Design load_store_unit, sky130hd; sources not shown.
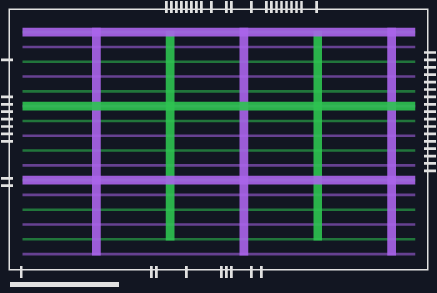
**Above:** run 1 (floorplan with the power grid).
The bar under the picture is 20 um long. Pins as bars on the die edge.
green -> VDD
purple -> VSS
rows = 15
met1 rails = 16
met5 straps = 3
signal pins = 57
die x size: 76.7 um
Max IR drop VDD: 913 uV
core area: 2950 um^2
die y size: 47.6 um

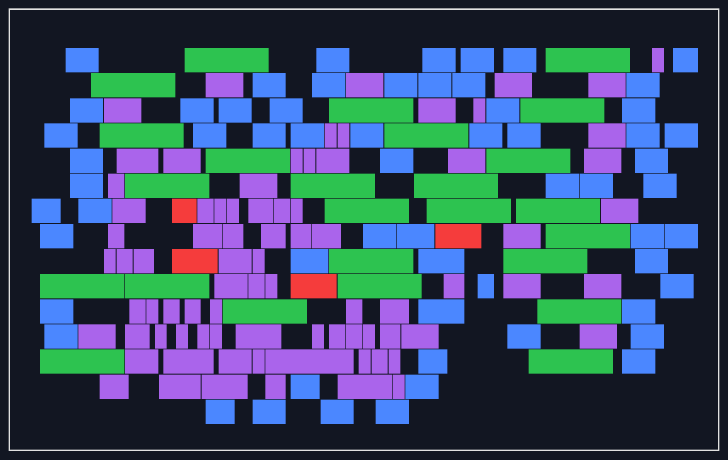
**Above:** run 1 (cell classes on the final placement).
red -> clock drivers and dummy loads  # cells 4, share of their area 2.6%
purple -> combinational and other logic  # cells 81, share of their area 33%
blue -> other buffers and delay cells  # cells 60, share of their area 32%
green -> flops  # cells 25, share of their area 33%
Seq area share: 32.1%
Site Rows: 15
cell area after layout: 1950 um^2
fin util: 66.1%

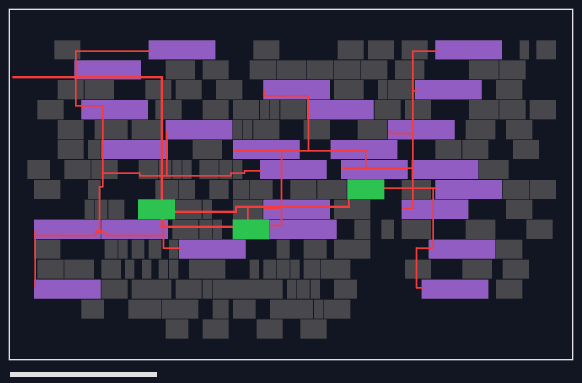
**Above:** run 1 (clock wires, drivers and flops).
The bar under the picture is 20 um long.
purple -> flip-flops  # count 25
green -> clock drivers  # count 3
red -> clock wires  # length 304 um
routed clock nets = 4
Max Clock Skew: 0.00259 ns
Late-Pin Clk Latency: 0.27 ns
clock share of power: 10.8%
clock group total power: 0.362 mW

==> impl_metrics.csv, run 1 <==
group,metric,value,unit
yosys,area_leaders,"dfrtp_1, mux2_2, ha_1",
pwr,power_leader,"combinational cells",
timing,finalCriticalPeriod,1.63,ns
yosys,ys_ff,25,
layout,clkbuf_count,3,
clock_tree,postCtsHoldBufs,0,
yosys,postSynthSeqShare,48.2,%
clock_tree,cts_setup_buffers,0,
critical_path,path_cells,"clkbuf_8 -> nor2_4 -> inv_1 -> clkdlybuf4s50_1",
critical_path,worstSetupEndpointType,"primary output",
routing,wl,2920,um
yosys,yosys_warnings,0,
layout,inv_count,9,
pwr,netSwitchingPower,1.20,mW
global_routing,grt_first_pass_wirelength,4470,um
yosys,yosysTopAreaCell,"dfrtp_1",
yosys,fp_nets,145,
yosys,ys_top_cells_by_count,"dfrtp_1, mux2_2, inv_1, nor2_1, a21oi_1",
critical_path,path_class,"flip-flop to primary output",
yosys,ys_types,33,
timing,hold_viol_final,0,
layout,multiInputCombCellCount,72,
yosys,logic_family,"multiplexers",
layout,lay_top_count,"clkdlybuf4s50_1",
yosys,synthCells,112,
min_path,hp-class,"primary input to asynchronous set/reset pin",
routing,drtPass1Iterations,4,
pwr,combPwrFrac,56.8,%
timing,relSlewSlack,65.6,%
place,place_ws,-0.129,ns
pwr,p_int,2.16,mW
layout,nets,204,
place,port_buffers,54,
timing,timing.hold.ws,0.251,ns
layout,num_antenna_cells,0,
layout,mostFrequentLayoutCells,"clkdlybuf4s50_1, dfrtp_1, mux2_2",
timing,tns,0,ns
pwr,p_seq,1.09,mW
timing,grt_setup_unrepaired,"false",
critical_path,cp_num_cells,4,
layout,comb_area,589,um^2
critical_path,critPathLaunchType,"flip-flop",
timing,worst_pin_slew,0.515,ns
timing,fmax,614,MHz
critical_path,r2r_setup_slack,0.19,ns
pwr,power_frac_seq,32.4,%
global_routing,grt_use_total,16.3,%
run,warning_count,28,
place,gp_congestion,0.818,
layout,ff_latch_area,626,um^2
layout,drive_above_1_share,22.4,%
yosys,syn_area_per_cell,11.6,um^2
place,dp_hpwl,2240,um
die,fp_util,44.1,%
yosys,mux_share,16.3,%
global_routing,grt_overflow,0,
timing,setup_ws,0.0714,ns
global_routing,met1_usage,22.4,%
global_routing,grt_pass1_vias,913,
layout,syn_to_final_growth,50.0,%
layout,nFillCells,235,
place,dpl_cell_area,1890,um^2
routing,wl_met3,178,um
clock_tree,clkSinkCount,25,
clock_tree,cts_tree,"built",
layout,clock_area_share,2.50,%
layout,comb_area_share,30.3,%
clock_tree,numCtsBuffers,3,
yosys,edf_count,0,
routing,drcViolationCount,0,
critical_path,r2r_cells,5,
yosys,synth_xor_xnor_area_share,0.674,%
die,n_tap_cell,42,
layout,final-instance-count-excl-fill,212,
yosys,synth-async-reset-ratio,100,%
clock_tree,postCtsResizedCells,6,
yosys,syn_area,1300,um^2
yosys,top_cell_area_share,48.2,%
pwr,leakagePower,0.842,nW
clock_tree,clk_pin_slew,0.09,ns
status,status,"finished clean",
yosys,aoi_share,12.8,%
critical_path,crit_path_top_delay_cell,"clkdlybuf4s50_1",
critical_path,cp_max_fo,8,
pwr,powerDensity,1720,nW/um^2
routing,topRoutingLayerUsed,"met4",
routing,via_count,1033,
routing,dr.first_iter.drc_count,26,
timing,setup_violations,0,
routing,met2WireLength,1320,um
critical_path,cp_slowest_stage_delay,0.46,ns
layout,nonClkBufAreaFrac,30.7,%
global_routing,antenna_found_initial,0,
critical_path,critPathTopFamily,"buffers and inverters",
layout,ff_count,25,
timing,finalMaxSlewViolations,0,
routing,via_per_inst,4.87,
yosys,ys_area,1300,um^2
clock_tree,clock_path_buffers,2,
yosys,most_common_cell,"dfrtp_1",
run,drv_cap,0,
global_routing,grt.busiest_layer,"met2",
die,io_pins,57,
layout,largest_class,"sequential cells",
critical_path,required,1.53,ns
yosys,ys_cells,112,
clock_tree,cts-root-buf,"clkbuf_8",
die,die-area,3650,um^2
layout,n_all_buffers,60,
yosys,ys_sh_simple,11.5,%
pwr,comb-power,1.90,mW
timing,fin_crit_sh,95.8,%
yosys,synth-adder-area-share,2.89,%
**Run 1: clock nets**

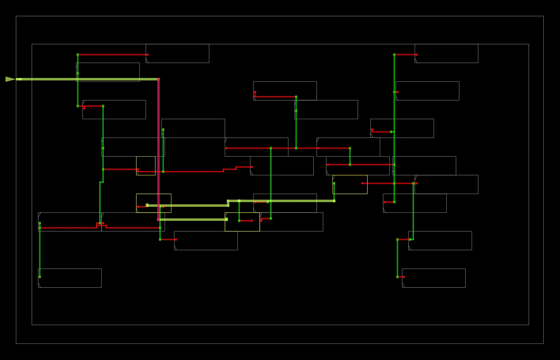

==> run 2: changes to the inputs <==
==> constraint.sdc (replaced) <==
create_clock -name clock -period 2.06 [get_ports clock]
set_input_delay 0.309 -clock clock [delete_from_list [all_inputs] [get_ports clock]]
set_output_delay 0.309 -clock clock [all_outputs]
set_load 0.01 [all_outputs]
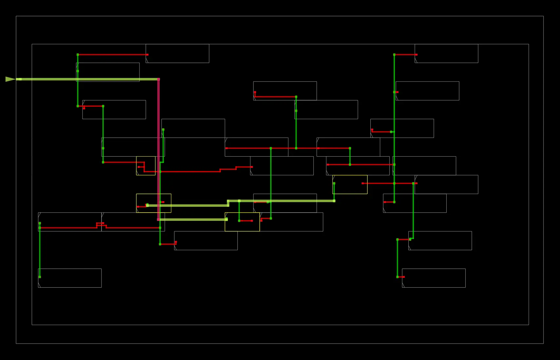
**Above:** run 2 (clock nets).
CTS Sinks: 25
FFs & Latches: 25
clock group total power: 0.296 mW
Max Clock Skew: 0.00102 ns

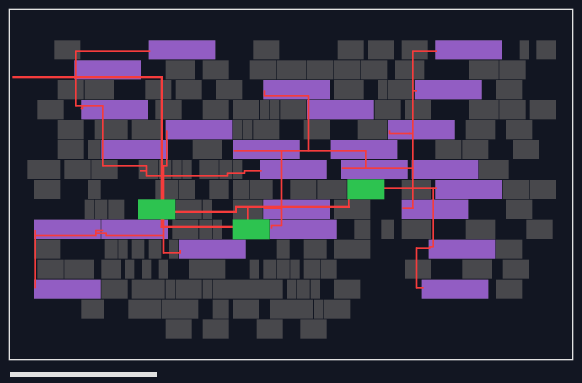
**Above:** run 2 (clock wires, drivers and flops).
The bar under the picture is 20 um long.
purple -> flip-flops  # count 25
red -> clock wires  # length 302 um
green -> clock drivers  # count 3
routed clock nets = 4
clock share of power: 10.7%

==> run 2 against run 1 <==
Effect of this change: register-to-register slack better by 0.36 ns; count of clock-buffer cells in the layout is the same; non-clock buffer count is the same; routed wire length shrank 0.14%; setup slack improved by 0.10 ns; utilization did not move; worst hold slack better by 0.14 ns; total power fell by 17%; die area unchanged; clock power down 18%; critical endpoint is now rsp_valid.
==> impl_metrics.csv, run 2 <==
group,metric,value,unit
timing,worst_pin_slew,0.515,ns
global_routing,grt.busiest_layer,"met2",
timing,setup_violations,0,
place,dp_hpwl,2240,um
place,gp_congestion,0.818,
pwr,power_frac_seq,32.4,%
run,warning_count,28,
die,fp_util,44.1,%
yosys,fp_nets,145,
critical_path,worstSetupEndpointType,"primary output",
critical_path,path_cells,"clkbuf_8 -> buf_6 -> and2_1 -> clkdlybuf4s50_1",
yosys,synthCells,112,
clock_tree,cts_tree,"built",
layout,mostFrequentLayoutCells,"clkdlybuf4s50_1, dfrtp_1, mux2_2",
critical_path,cp_num_cells,4,
yosys,edf_count,0,
yosys,syn_area_per_cell,11.6,um^2
clock_tree,clock_path_buffers,2,
timing,timing.hold.ws,0.392,ns
pwr,comb-power,1.58,mW
layout,design_area,1950,um^2
critical_path,cp_slowest_stage_delay,0.52,ns
layout,lay_top_count,"clkdlybuf4s50_1",
timing,setup_ws,0.175,ns
clock_tree,postCtsHoldBufs,0,
die,die_h,47.6,um
yosys,ys_types,33,
die,core-area,2950,um^2
pwr,p_seq,0.897,mW
pwr,power_leader,"combinational cells",
routing,drtPass1Iterations,4,
yosys,ys_area,1300,um^2
layout,nFillCells,236,
yosys,ys_top_cells_by_count,"dfrtp_1, mux2_2, inv_1, nor2_1, a21oi_1",
yosys,area_leaders,"dfrtp_1, mux2_2, ha_1",
global_routing,grt_overflow,0,
yosys,ys_sh_simple,11.5,%
critical_path,crit_path_top_delay_cell,"clkdlybuf4s50_1",
layout,multiInputCombCellCount,72,
layout,nonClkBufAreaFrac,31.1,%
die,n_tap_cell,42,
critical_path,path_class,"flip-flop to primary output",
clock_tree,postCtsResizedCells,2,
timing,tns,0,ns
timing,grt_setup_unrepaired,"false",
global_routing,met1_usage,22.4,%
clock_tree,cts-root-buf,"clkbuf_8",
clock_tree,clk_pin_slew,0.09,ns
status,status,"finished clean",
layout,clock_area_share,2.50,%
yosys,syn_area,1300,um^2
layout,num_antenna_cells,0,
routing,drcViolationCount,0,
routing,drt-met1-wl,1370,um
pwr,powerDensity,1420,nW/um^2
yosys,postSynthSeqShare,48.2,%
place,port_buffers,54,
layout,clkbuf_count,3,
clock_tree,cts_setup_buffers,0,
layout,utilization,66.1,%
timing,fin_crit_sh,91.5,%
layout,final-instance-count-excl-fill,212,
layout,n_all_buffers,60,
critical_path,r2r_setup_slack,0.55,ns
global_routing,grt_first_pass_wirelength,4490,um
timing,finalMaxSlewViolations,0,
pwr,leakagePower,0.849,nW
routing,topRoutingLayerUsed,"met4",
yosys,mux_share,16.3,%
layout,nets,204,
place,dpl_cell_area,1890,um^2
layout,drive_above_1_share,21.2,%
yosys,yosys_warnings,0,
critical_path,required,1.75,ns
yosys,ys_ff,25,
timing,fmax,531,MHz
layout,inv_count,9,
die,rows,15,
yosys,synth_xor_xnor_area_share,0.674,%
critical_path,r2r_cells,5,
run,drv_cap,0,
yosys,most_common_cell,"dfrtp_1",
routing,met2WireLength,1340,um
critical_path,critPathTopFamily,"buffers and inverters",
yosys,flop_cell,"dfrtp_1",
critical_path,critPathLaunchType,"flip-flop",
yosys,logic_family,"multiplexers",
routing,wl_met3,183,um
routing,via_per_inst,5.00,
layout,seq_share,32.1,%
global_routing,grt_pass1_vias,919,
layout,syn_to_final_growth,50.0,%
yosys,yosysTopAreaCell,"dfrtp_1",
routing,dr.first_iter.drc_count,23,
pwr,netSwitchingPower,0.978,mW
layout,comb_area,582,um^2
yosys,ys_cells,112,
global_routing,antenna_found_initial,0,
clock_tree,htree_levels,1,
global_routing,grt_use_total,16.3,%
die,io_pins,57,
clock_tree,numCtsBuffers,3,
timing,hold_viol_final,0,
yosys,top_cell_area_share,48.2,%
routing,via_count,1059,
min_path,hp-class,"primary input to asynchronous set/reset pin",
critical_path,cp_max_fo,10,
yosys,aoi_share,12.8,%
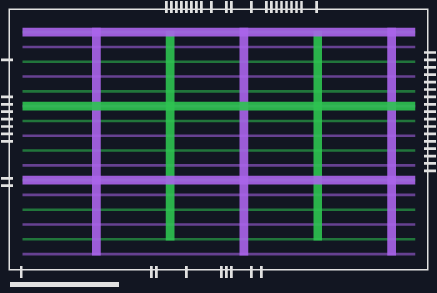
**Above:** run 2 (floorplan with the power grid).
The bar under the picture is 20 um long. Pins as bars on the die edge.
green -> VDD
purple -> VSS
signal pins = 57
met4 straps = 5
rows = 15
Max IR drop VDD: 749 uV

Power is estimated from default activity; no workload was simulated.
